[config.mk]
export PLATFORM = sky130hd
export DESIGN_NAME = y_bram_reader
export DESIGN_NICKNAME = d
export VERILOG_FILES = /design/src/rtl/y_bram_reader.sv
export SDC_FILE = /design/constraint.sdc
export NUM_CORES = 1
export LEC_CHECK = 0
export ABC_AREA = 1
export CAP_MARGIN = 15
export CORE_ASPECT_RATIO = 1.75
export CORE_MARGIN = 2
export CORE_UTILIZATION = 49
export CTS_CLUSTER_SIZE = 30
export DETAILED_ROUTE_END_ITERATION = 8
export PLACE_DENSITY = 0.95
export SLEW_MARGIN = 10
export SYNTH_ARGS = -nofsm -noshare
export SYNTH_HDL_FRONTEND = slang
export SYNTH_SLANG_ARGS = --single-unit
[constraint.sdc]
create_clock -name clk -period 3.95 [get_ports clk]
set_input_delay 0.395 -clock clk [delete_from_list [all_inputs] [get_ports clk]]
set_output_delay 0.395 -clock clk [all_outputs]
set_load 0.01 [all_outputs]
[src/rtl/y_bram_reader.sv]
// y_bram_reader: streams length_M 32-bit words out of the y BRAM into a ready/valid port.
// Optional feature: define YREAD_CLEAR_EN to zero each y word right after it has been read.
module y_bram_reader #(
    parameter int addr_y_size = 12,
    parameter int length_M    = 128
) (
    input  logic                   clk,
    input  logic                   reset,
    input  logic [31:0]            ps_control,
    output logic [31:0]            pl_status,
    output logic [addr_y_size-1:0] bram_addr_y,
    input  logic [31:0]            bram_rddata_y,
    output logic [31:0]            bram_wrdata_y,
    output logic [3:0]             bram_we_y,
    output logic [31:0]            out_data,
    output logic                   out_valid,
    input  logic                   out_ready,
    output logic                   out_last
);

    localparam int IW = $clog2(length_M) + 1;
    localparam logic [IW-1:0] LAST_IDX = IW'(length_M - 1);

    localparam logic [1:0] S_IDLE  = 2'd0;
    localparam logic [1:0] S_RUN   = 2'd1;
    localparam logic [1:0] S_DRAIN = 2'd2;
    localparam logic [1:0] S_DONE  = 2'd3;

    logic [1:0]             state;
    logic [IW-1:0]          rd_idx;
    logic [IW-1:0]          out_idx;
    logic                   rd_pending;
    logic [1:0]             fifo_count;
    logic [31:0]            fifo_head;
    logic [31:0]            fifo_tail;
    logic [addr_y_size-1:0] addr_hold;
    logic [addr_y_size-1:0] read_addr;
    logic [addr_y_size-1:0] clr_addr;
    logic [IW+1:0]          read_byte;
    logic [2:0]             occupancy;
    logic                   clr_pending;
    logic                   push;
    logic                   pop;
    logic                   issue;
    logic                   start;
    logic                   busy;
    logic                   done;
    logic                   unused_ctrl;

    assign start       = ps_control[0];
    assign unused_ctrl = &{1'b0, ps_control[31:1]};

    assign out_valid = (fifo_count != 2'd0);
    assign out_data  = fifo_head;
    assign out_last  = out_valid && (out_idx == LAST_IDX);
    assign pop       = out_valid && out_ready;
    assign push      = rd_pending;

    // A pop in the same cycle frees a slot, which is what sustains one read per cycle.
    assign occupancy = {1'b0, fifo_count} + {2'b00, rd_pending};
    assign issue     = (state == S_RUN) && !clr_pending
                       && (occupancy < (3'd2 + {2'b00, pop}));

    assign read_byte = {rd_idx, 2'b00};
    assign read_addr = addr_y_size'(read_byte);

    assign busy      = (state == S_RUN) || (state == S_DRAIN);
    assign done      = (state == S_DONE);
    assign pl_status = {30'd0, busy, done};

    assign bram_wrdata_y = 32'h0;
    assign bram_we_y     = clr_pending ? 4'hf : 4'h0;

    always_comb begin
        bram_addr_y = addr_hold;
        if (clr_pending) begin
            bram_addr_y = clr_addr;
        end else if (issue) begin
            bram_addr_y = read_addr;
        end
    end

    always_ff @(posedge clk) begin
        if (!reset) begin
            state   <= S_IDLE;
            rd_idx  <= '0;
            out_idx <= '0;
        end else begin
            case (state)
                S_IDLE: begin
                    if (start) begin
                        state   <= S_RUN;
                        rd_idx  <= '0;
                        out_idx <= '0;
                    end
                end
                S_RUN: begin
                    if (issue) begin
                        rd_idx <= rd_idx + IW'(1);
                        if (rd_idx == LAST_IDX) begin
                            state <= S_DRAIN;
                        end
                    end
                end
                S_DRAIN: begin
                    if (pop && out_last) begin
                        state <= S_DONE;
                    end
                end
                default: begin
                    if (!start) begin
                        state <= S_IDLE;
                    end
                end
            endcase
            if (pop) begin
                out_idx <= out_idx + IW'(1);
            end
        end
    end

    // Two-entry FIFO: head is the output register, tail only fills while head is stalled.
    always_ff @(posedge clk) begin
        if (!reset) begin
            rd_pending <= 1'b0;
            fifo_count <= 2'd0;
            fifo_head  <= 32'h0;
            fifo_tail  <= 32'h0;
            addr_hold  <= '0;
        end else begin
            rd_pending <= issue;
            addr_hold  <= bram_addr_y;
            case ({push, pop})
                2'b10: begin
                    if (fifo_count == 2'd0) begin
                        fifo_head <= bram_rddata_y;
                    end else begin
                        fifo_tail <= bram_rddata_y;
                    end
                    fifo_count <= fifo_count + 2'd1;
                end
                2'b01: begin
                    fifo_head  <= fifo_tail;
                    fifo_count <= fifo_count - 2'd1;
                end
                2'b11: begin
                    if (fifo_count == 2'd1) begin
                        fifo_head <= bram_rddata_y;
                    end else begin
                        fifo_head <= fifo_tail;
                        fifo_tail <= bram_rddata_y;
                    end
                end
                default: begin
                end
            endcase
        end
    end

`ifdef YREAD_CLEAR_EN
    // The zero write takes the port the cycle after each read, so reads alternate with writes.
    always_ff @(posedge clk) begin
        if (!reset) begin
            clr_pending <= 1'b0;
            clr_addr    <= '0;
        end else begin
            clr_pending <= issue;
            clr_addr    <= read_addr;
        end
    end
`else
    assign clr_pending = 1'b0;
    assign clr_addr    = '0;
`endif

endmodule

run_1/congestion_map.png
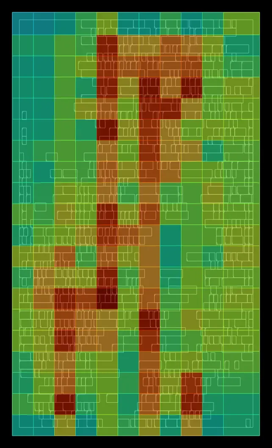
GR Util met1: 20.4%
DR WL/cell: 12.1 µm

run_1/ff_map.png
The bar under the picture is 20 µm long. Other sequential cells in the stronger grey, the rest of the logic in the fainter grey.
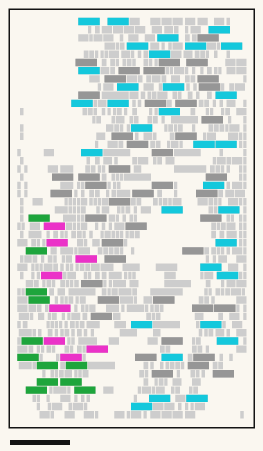
| colour | netlist name | placed flops |
|---|---|---|
| green | addr_hold | 12 |
| cyan | out_data | 32 |
| magenta | rd_idx | 8 |
flip-flop and latch area: 1940 µm²
sequential share of cell area: 32.3%
seq pwr: 1.43 mW
Core Util, Final: 59.1%

run_1/class_map.png
The bar under the picture is 20 µm long.
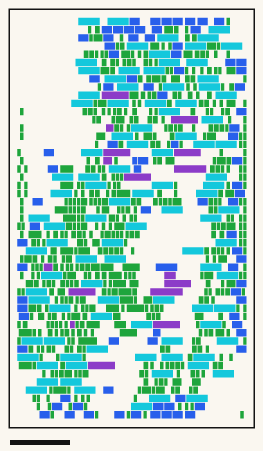
| colour | class | cells | share of their area |
|---|---|---|---|
| purple | clock drivers and dummy loads | 16 | 5.6% |
| blue | remaining buffers and delay cells | 87 | 15% |
| cyan | registers | 97 | 33% |
| green | remaining logic cells | 553 | 46% |

-- run 1: cell families (layout without fill, tap and decap cells) --
| kind of cell | count (synthesis) | in the layout | synth area share (%) |
|---|---|---|---|
| flops | 97 | 97 | 38.4 |
| other cells | 1 | 66 | 0.0741 |
| compound gates | 175 | 175 | 21.1 |
| simple gates | 142 | 142 | 12.4 |
| buf+inv | 252 | 257 | 24.4 |
| xor+xnor | 3 | 3 | 0.519 |
| fa+ha+maj | 13 | 13 | 3.21 |
-- run 1: flip-flops by register name, indices dropped and copies added, names as in the netlist --
signal / flops
rd_idx: 8
push: 1
fifo_tail: 32
state: 2
out_data: 32
addr_hold: 12
fifo_count: 2
out_idx: 8
-- run 1: how the worst min path moves through the flow --
stage | endpoint
global placement | addr_hold[0]
detailed placement | addr_hold[11]
floorplan | addr_hold[0]
finish | addr_hold[11]
global route | addr_hold[1]
CTS | addr_hold[11]
-- run 1: power by group --
part	internal (mW)	leakage, nW	total (mW)	switching, mW
Clock	0.561	0.158	0.947	0.385
Combinational	0.856	1.76	2.04	1.18
Sequential	1.29	0.792	1.43	0.135
-- run 1: final cells by class --
| class | count | share of cell area, % |
|---|---|---|
| flip-flops and latches | 97 | 32.3 |
| inverters | 154 | 9.65 |
| repair buffers | 87 | 14.4 |
| clock inverters | 7 | 1.68 |
| multi-input cells | 399 | 35.6 |
| clock buffers | 9 | 3.74 |
| well taps | 127 | 2.64 |
-- run 1: per-layer routing --
layer | share of wire, % | GRT usage, % | wire length, µm | vias to the layer above
met3 | 5.2 | 3.79 | 554 | 13
met1 | 38 | 20.4 | 4070 | 1944
met5 | 0 | 0 | 0 | -
met4 | 1.7 | 9.10 | 176 | 0
li1 | - | - | - | 2169
met2 | 55 | 35.9 | 5820 | 144
==> out/qor.yml, run 1 <==
logic_synthesis:
  ys_types: 35
  yosysWarnings: 0
  syn_avg_cell_area_um2: 7.41
  synth_area_um2: 5060
  synth-cells-yosys: 683
  synth-edff-count: 0
  synthArstFlopShare_pct: 0
  top_area_cell: "dfxtp_1"
  top_cell: "inv_1"
  ff_type: "dfxtp_1"
  top_cells_by_count: "inv_1 (148), dfxtp_1 (97), buf_4 (69)"
  yosysChipArea_um2: 5060
  netlist_top_cells_area: "dfxtp_1 (38%), inv_1 (11%), buf_4 (10%), a21oi_1 (5.7%), o221ai_1 (5.5%)"
  yosys.stat.seqShare_pct: 38.4
  netlist.area_leader.share_pct: 38.4
  ys.flops: 97
pwr:
  ir_worst_vdd_v: 0.000457
  p_per_area_nw_per_um2: 733
  power_mw: 4.41
  p_leak_nw: 2.71
clocking:
  path_clk_slew_ns: 0.07
  cts_setup_buffers: 0
  cts_buffer_depth: 2
  cts_resized: 0
  cts_tree: "built"
  htree_levels: 3
  worstSkewPairLatency_ns: 0.34
  cts_root_buffer: "clkbuf_16"
  cts_buffers: 9
  cts.sinks: 97
finish:
  comb_area_um2: 2140
  lay_top_count: "inv_1"
  drive_above_1_share_pct: 5.71
  area_growth_pct: 18.9
  mostFrequentLayoutCells: "inv_1 (148), dfxtp_1 (97), clkdlybuf4s50_1 (82), conb_1 (66), a21oi_1 (57)"
  fillCellCount: 898
  fin_nets: 828
  diodes: 0
sta:
  clock.fmax_ghz: 0.340
  period_used_pct: 74.4
  hold_viol_final: 0
  fin_setup_tns_ns: 0
  fin_crit_ns: 2.94
  finalMaxSlewViolations: 0
  timing.final.ws_setup_ns: 1.01
  relSlewSlack_pct: 37.5
  setup_viol: 0
  finalClockSkew_ns: 0.0109
drt:
  vias_per_cell: 4.85
  wirelength_um: 10600
  drcViolationCount: 0
  ant_nets: 0
  via_count: 4270
  drt_iter0_drc: 190
worst_setup_path:
  critPathMaxFanout: 16
  start_kind: "register"
  r2r_setup_slack_ns: 1.28
  cpMaxStageDelayCell: "clkdlybuf4s50_1"
  max_stage_delay_ns: 0.49
  path_class: "register to output port"
  cp_cell_sequence: "inv_1 -> ha_1 -> inv_4 -> nand3b_1 -> nand2_2 -> nand3_4 -> inv_2 -> a21oi_1 -> clkdlybuf4s50_1"
  required_ns: 3.56
  crit_end: "bram_addr_y[7]"
  startpoint: "fifo_count[0]"
  cp.depth: 9
  path_buffers: 4
  r2r-end: "fifo_tail[14]"
floorplan:
  num_rows: 49
  fp_util_pct: 49.7
  core-area_um2: 10200
  die_h_um: 138
  chipArea_um2: 11200
  fp.dieW_um: 80.8
  io_pins: 181
global_route:
  grt_antenna_before_repair: 0
  grt_pass1_vias: 4036
  grt_max_degree: 72
  grt.overflow.total: 0
  grtUsageTotal_pct: 19.5
placement:
  place_ws_ns: 1.14
  hpwl_um: 7360
  place_area_um2: 5690
  io_buffer_count: 83
  dp_cells: 864
run_status:
  run_status: "completed"
hold_path:
  min_from: "addr_hold[11]"
run:
  warnings: 63
run_1/sizing.png
The bar under the picture is 20 µm long.
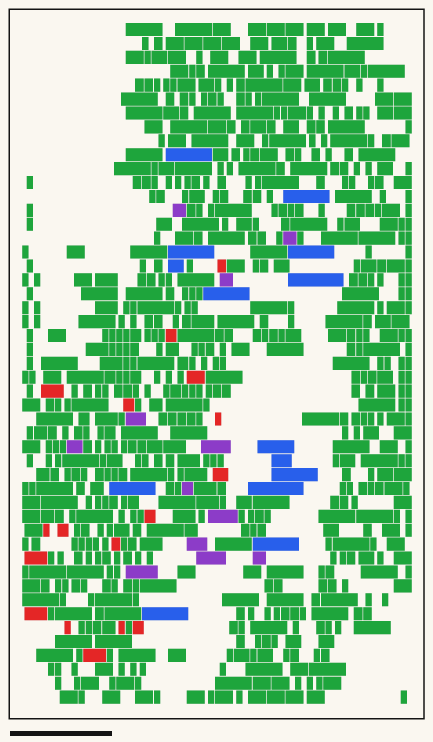

==> inputs of run 2 (changes only) <==
Settings changed: CORE_UTILIZATION 49 to 45, PLACE_DENSITY 0.95 to 0.89.
Clock period 3.95 ns to 3 ns, I/O delays scaled along.
run_2/sizing.png
The bar under the picture is 20 µm long.
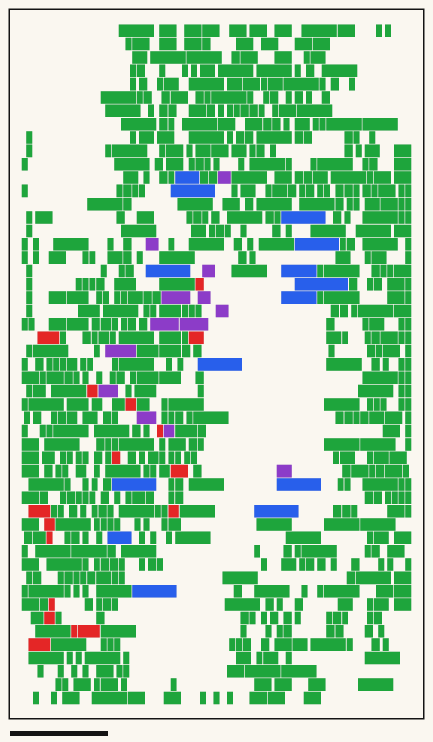
| colour | size | cells |
|---|---|---|
| red | x2 | 17 |
| green | x1 and smaller | 711 |
| blue | x6 and larger | 14 |
| purple | x3 and x4 | 13 |

run_2/class_map.png
The bar under the picture is 20 µm long.
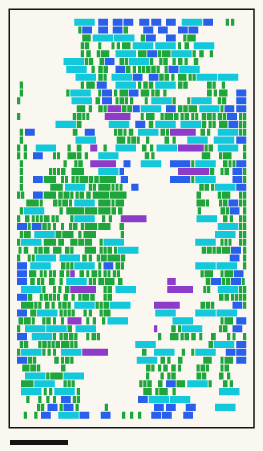
| colour | class | cells | share of their area |
|---|---|---|---|
| blue | remaining buffers and delay cells | 89 | 15% |
| purple | clock drivers and dummy loads | 16 | 5.2% |
| cyan | registers | 97 | 33% |
| green | remaining logic cells | 553 | 46% |
fin area: 6030 µm²
core area: 11000 µm²
site row count: 51
Core Util, Final: 54.6%

==> run 2 against run 1 <==
  * Combinational power up 33%
  * Final cell count up 0.80%
  * Critical path depth unchanged
  * Non-clock buffer count up 2
  * Clock skew down 0.0030 ns
  * Final area up 0.25%
  * Largest cell class unchanged
==> out/qor.yml, run 2 <==
run_status:
  run_status: "completed"  # unchanged
logic_synthesis:
  top_area_cell: "dfxtp_1"  # unchanged
  syn_avg_cell_area_um2: 7.41  # unchanged
  netlist_top_cells_area: "dfxtp_1 (38%), inv_1 (11%), buf_4 (10%), a21oi_1 (5.7%), o221ai_1 (5.5%)"  # unchanged
  synth_area_um2: 5060  # unchanged
  synth-edff-count: 0  # unchanged
  top_cells_by_count: "inv_1 (148), dfxtp_1 (97), buf_4 (69)"  # unchanged
  netlist.area_leader.share_pct: 38.4  # unchanged
  yosysChipArea_um2: 5060  # unchanged
  synth-cells-yosys: 683  # unchanged
  ys.flops: 97  # unchanged
  top_cell: "inv_1"  # unchanged
  ys_types: 35  # unchanged
clocking:
  cts_setup_buffers: 0  # unchanged
  cts_buffers: 9  # unchanged
  cts.sinks: 97  # unchanged
  worstSkewPairLatency_ns: 0.33  # was 0.34 ns
  path_clk_slew_ns: 0.07  # about the same
  cts_buffer_depth: 2  # unchanged
  cts_resized: 0  # unchanged
drt:
  dr_wl_met3_um: 531  # was 554 µm
  highest_layer: "met4"  # unchanged
  met1Wirelength_um: 4250  # was 4070 µm
  detail_route.wl_per_cell_um: 11.9  # was 12.1 µm
  wirelength_um: 10600  # about the same
  via_count: 4297  # was 4270
  drt_iter0_drc: 134  # was 190
sta:
  clock.fmax_ghz: 0.355
  hold_viol_final: 0  # unchanged
  finalClockSkew_ns: 0.00785  # was 0.0109 ns
  period_used_pct: 93.9
  relSlewSlack_pct: 33.7  # was 37.5%
  fin_crit_ns: 2.82
  fin_setup_tns_ns: 0  # unchanged
  setup_viol: 0  # unchanged
pwr:
  power_mw: 5.77  # was 4.41 mW
  ir_worst_vdd_v: 0.000556  # was 0.000457 V
  p_leak_nw: 2.72  # was 2.71 nW
  pwr-share-seq_pct: 32.7  # was 32.4%
  power.share.combinational_pct: 47.0  # was 46.2%
  p_clk_share_pct: 20.3  # was 21.5%
  p_int_mw: 3.55  # was 2.71 mW
floorplan:
  die_h_um: 144  # was 138 µm
  fp.dieW_um: 84.2  # was 80.8 µm
  chipArea_um2: 12100  # was 11200 µm²
  fp_util_pct: 45.9  # was 49.7%
placement:
  hpwl_um: 7420  # was 7360 µm
  dp_cells: 871  # was 864
  place_ws_ns: 0.420  # was 1.14 ns
  io_buffer_count: 83  # unchanged
run:
  warnings: 63  # unchanged
worst_setup_path:
  r2r-end: "fifo_tail[10]"  # was fifo_tail[14]
  r2r_setup_slack_ns: 0.43  # was 1.28 ns
  path_class: "register to output port"  # unchanged
  start_kind: "register"  # unchanged
global_route:
  grt_pass1_vias: 3767  # was 4036
  grt_max_degree: 72  # unchanged
  top_usage_layer: "met2"  # unchanged
  grtUsageTotal_pct: 17.0  # was 19.5%
  grt_util_met1_pct: 18.7  # was 20.4%
  use_met3_pct: 2.23  # was 3.79%
  grt.overflow.total: 0  # unchanged
  grt_antenna_before_repair: 0  # unchanged
  grt_util_met2_pct: 31.8  # was 35.9%
finish:
  fin_nets: 830  # was 828
  mostFrequentLayoutCells: "inv_1 (148), dfxtp_1 (97), clkdlybuf4s50_1 (82), conb_1 (66), a21oi_1 (57)"  # unchanged
hold_path:
  hold_path_end: "addr_hold[1]"  # was addr_hold[11]
## run 2: cell types whose count changed in the layout (fill, tap and decap cells not counted), sizes merged
cell    delta
clkbuf     +3
buf        +2
inv        -2
bufinv     -1
## run 2: final cells by class
cell class | count | area [µm²]
clock buffer | 12 | 256
multi-input combinational | 399 | 2140
fill | 1020 | 5010
inverter | 154 | 581
tap | 132 | 165
timing repair buffer | 89 | 896
clock inverter | 4 | 51.3
sequential | 97 | 1940
## run 2: worst max-delay path, cell delays in order, from the launching register on
cell and delay [ns]:
dfxtp_1 0.38, inv_1 0.09, ha_1 0.27, inv_4 0.13
nand3b_1 0.10, nand2_2 0.10, nand3_4 0.19, inv_2 0.31
a21oi_1 0.12, clkdlybuf4s50_1 0.49
## run 2: cells by family after synthesis
| family | synth area share [%] |
|---|---|
| AND/OR/NAND/NOR | 12.4 |
| flip-flops | 38.4 |
| AND-OR/OR-AND | 21.1 |
| other | 0.0741 |
| buffers and inverters | 24.4 |
| XOR/XNOR | 0.519 |
| adder cells (fa/ha/maj) | 3.21 |
## run 2: worst max path at each step
stage,start,end,depth (start not counted)
floorplan,fifo_count[0],out_data[21],12
global placement,out_ready,fifo_tail[26],10
finish,fifo_count[0],bram_addr_y[5],9
detailed placement,out_ready,fifo_tail[20],10
global route,fifo_count[0],bram_addr_y[5],9
CTS,fifo_count[0],bram_addr_y[5],9
## run 2: power groups by stage
stage	clock network, mW	logic [mW]	registers [mW]
finish	1.17	2.71	1.89
global route	1.26	2.99	1.93
CTS	1.20	2.74	1.89
detailed placement	0	2.72	1.92
global placement	0	2.66	1.90
floorplan	0	1.69	1.98
==> inputs of run 3 (changes only) <==
Settings changed: CAP_MARGIN 15 to 20.
run_3/congestion_map.png
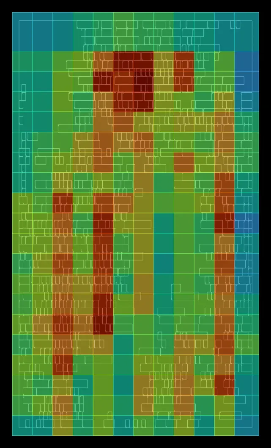
global-route track usage on met2: 31.8%
Most Crowded Layer GR: met2

run_3/ff_map.png
The bar under the picture is 20 µm long. Other sequential cells in the stronger grey, the rest of the logic in the fainter grey.
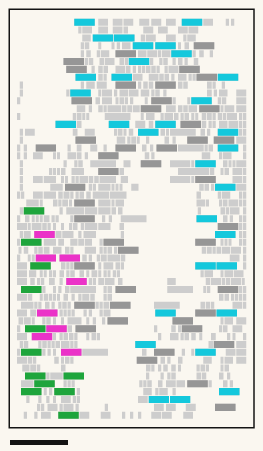
| colour | netlist name | placed flops |
|---|---|---|
| green | addr_hold | 12 |
| magenta | rd_idx | 8 |
| cyan | out_data | 32 |
not coloured: 45

==> run 3 against run 2 <==
  * Clock-buffer cell count unchanged
  * Critical path depth stayed put
  * Clock power hardly changed
  * Critical endpoint unchanged
==> out/qor.yml, run 3 <==
finish:
  area_growth_pct: 19.2  # unchanged
  fillCellCount: 1020  # unchanged
  nClkBuffers: 12  # unchanged
  comb_area_um2: 2140  # unchanged
  drive_above_1_share_pct: 5.83  # unchanged
  sh_comb_area_pct: 35.5  # unchanged
  buffer_area_share_pct: 14.9  # unchanged
  mostFrequentLayoutCells: "inv_1 (148), dfxtp_1 (97), clkdlybuf4s50_1 (82), conb_1 (66), a21oi_1 (57)"  # unchanged
  flop-count: 97  # unchanged
  flop_area_um2: 1940  # unchanged
  num-multi-input-gates: 399  # unchanged
  fin_nets: 830  # unchanged
drt:
  vias_per_cell: 4.84  # unchanged
  drcViolationCount: 0  # unchanged
  wirelength_um: 10600  # unchanged
  wl_met2_um: 5470  # unchanged
  drt_iter0_drc: 134  # unchanged
  highest_layer: "met4"  # unchanged
  via_count: 4297  # unchanged
clocking:
  path_clk_slew_ns: 0.07  # about the same
  cts_root_buffer: "clkbuf_16"  # unchanged
  cts_tree: "built"  # unchanged
  cts_resized: 0  # unchanged
  cts.sinks: 97  # unchanged
  cts_setup_buffers: 0  # unchanged
  worstSkewPairLatency_ns: 0.33  # about the same
  cts_buffers: 9  # unchanged
floorplan:
  io_pins: 181  # unchanged
  fp_util_pct: 45.9  # unchanged
  die_h_um: 144  # unchanged
logic_synthesis:
  yosysChipArea_um2: 5060  # unchanged
  synth_area_um2: 5060  # unchanged
  ys_types: 35  # unchanged
  synth-cells-yosys: 683  # unchanged
  syn_avg_cell_area_um2: 7.41  # unchanged
  yosysWarnings: 0  # unchanged
  top_cells_by_count: "inv_1 (148), dfxtp_1 (97), buf_4 (69)"  # unchanged
  yosys.stat.seqShare_pct: 38.4  # unchanged
sta:
  setup_viol: 0  # unchanged
  relSlewSlack_pct: 33.7  # unchanged
  clock.fmax_ghz: 0.355  # unchanged
  hold_viol_final: 0  # unchanged
  finalClockSkew_ns: 0.00785  # unchanged
  fin_crit_ns: 2.82  # unchanged
  fin_setup_tns_ns: 0  # unchanged
  period_used_pct: 93.9  # unchanged
  finalMaxSlewViolations: 0  # unchanged
worst_setup_path:
  critPathMaxFanout: 16  # unchanged
  path_class: "register to output port"  # unchanged
  required_ns: 2.70  # about the same
  start_kind: "register"  # unchanged
global_route:
  grtUsageTotal_pct: 17.0  # unchanged
  grt.overflow.total: 0  # unchanged
  grt_pass1_vias: 3767  # unchanged
  grt_util_met1_pct: 18.7  # unchanged
  grt_antenna_before_repair: 0  # unchanged
pwr:
  ir_worst_vdd_v: 0.000556  # unchanged
  p_per_area_nw_per_um2: 956  # unchanged
  swShare_pct: 38.5  # unchanged
  pwr-share-seq_pct: 32.7  # about the same
  power.switching_mw: 2.22  # unchanged
  p_leak_nw: 2.72  # unchanged
run_status:
  run_status: "completed"  # unchanged
run 3: worst max-delay path, cell delays in order, from the launching register on:
cell and delay (ns):
dfxtp_1 0.38, inv_1 0.09, ha_1 0.27, inv_4 0.13, nand3b_1 0.10, nand2_2 0.10
nand3_4 0.19, inv_2 0.31, a21oi_1 0.12, clkdlybuf4s50_1 0.49
run 3: cells by family (layout without fill, tap and decap cells):
family / Yosys count / count (layout) / synth area share (%)
adders and majority gates: 13 / 13 / 3.21
buffers and inverters: 252 / 259 / 24.4
DFF: 97 / 97 / 38.4
AOI/OAI and AO/OA: 175 / 175 / 21.1
other: 1 / 66 / 0.0741
xor gates and xnor gates: 3 / 3 / 0.519
and+or+nand+nor: 142 / 142 / 12.4
run 3: through the flow:
step / total power [mW] / util (%) / area, µm² / setup slack (ns)
5_1_grt: 6.18 / 54.6 / 6030 / 0.0152
2_1_floorplan: 3.67 / - / 5310 / 0.969
6_report: 5.77 / 54.6 / 6030 / 0.182
3_3_place_gp: 4.56 / 51.9 / 5720 / 0.519
3_5_place_dp: 4.64 / 51.9 / 5720 / 0.420
4_1_cts: 5.83 / 54.6 / 6030 / 0.152
run 3: path summary, 6_finish.rpt:
check	depth (start not counted)	slack, ns	endpoint
min reg2reg	2	0.45	addr_hold[1]
max reg2reg	12	0.43	fifo_tail[10]
min	2	0.45	addr_hold[1]
max	9	0.18	bram_addr_y[5]
run 3: power by group through the flow:
stage	Sequential [mW]	Combinational, mW	Clock [mW]
finish	1.89	2.71	1.17
global route	1.93	2.99	1.26
CTS	1.89	2.74	1.20
detailed placement	1.92	2.72	0
global placement	1.90	2.66	0
floorplan	1.98	1.69	0
Power is estimated from default activity; no workload was simulated.
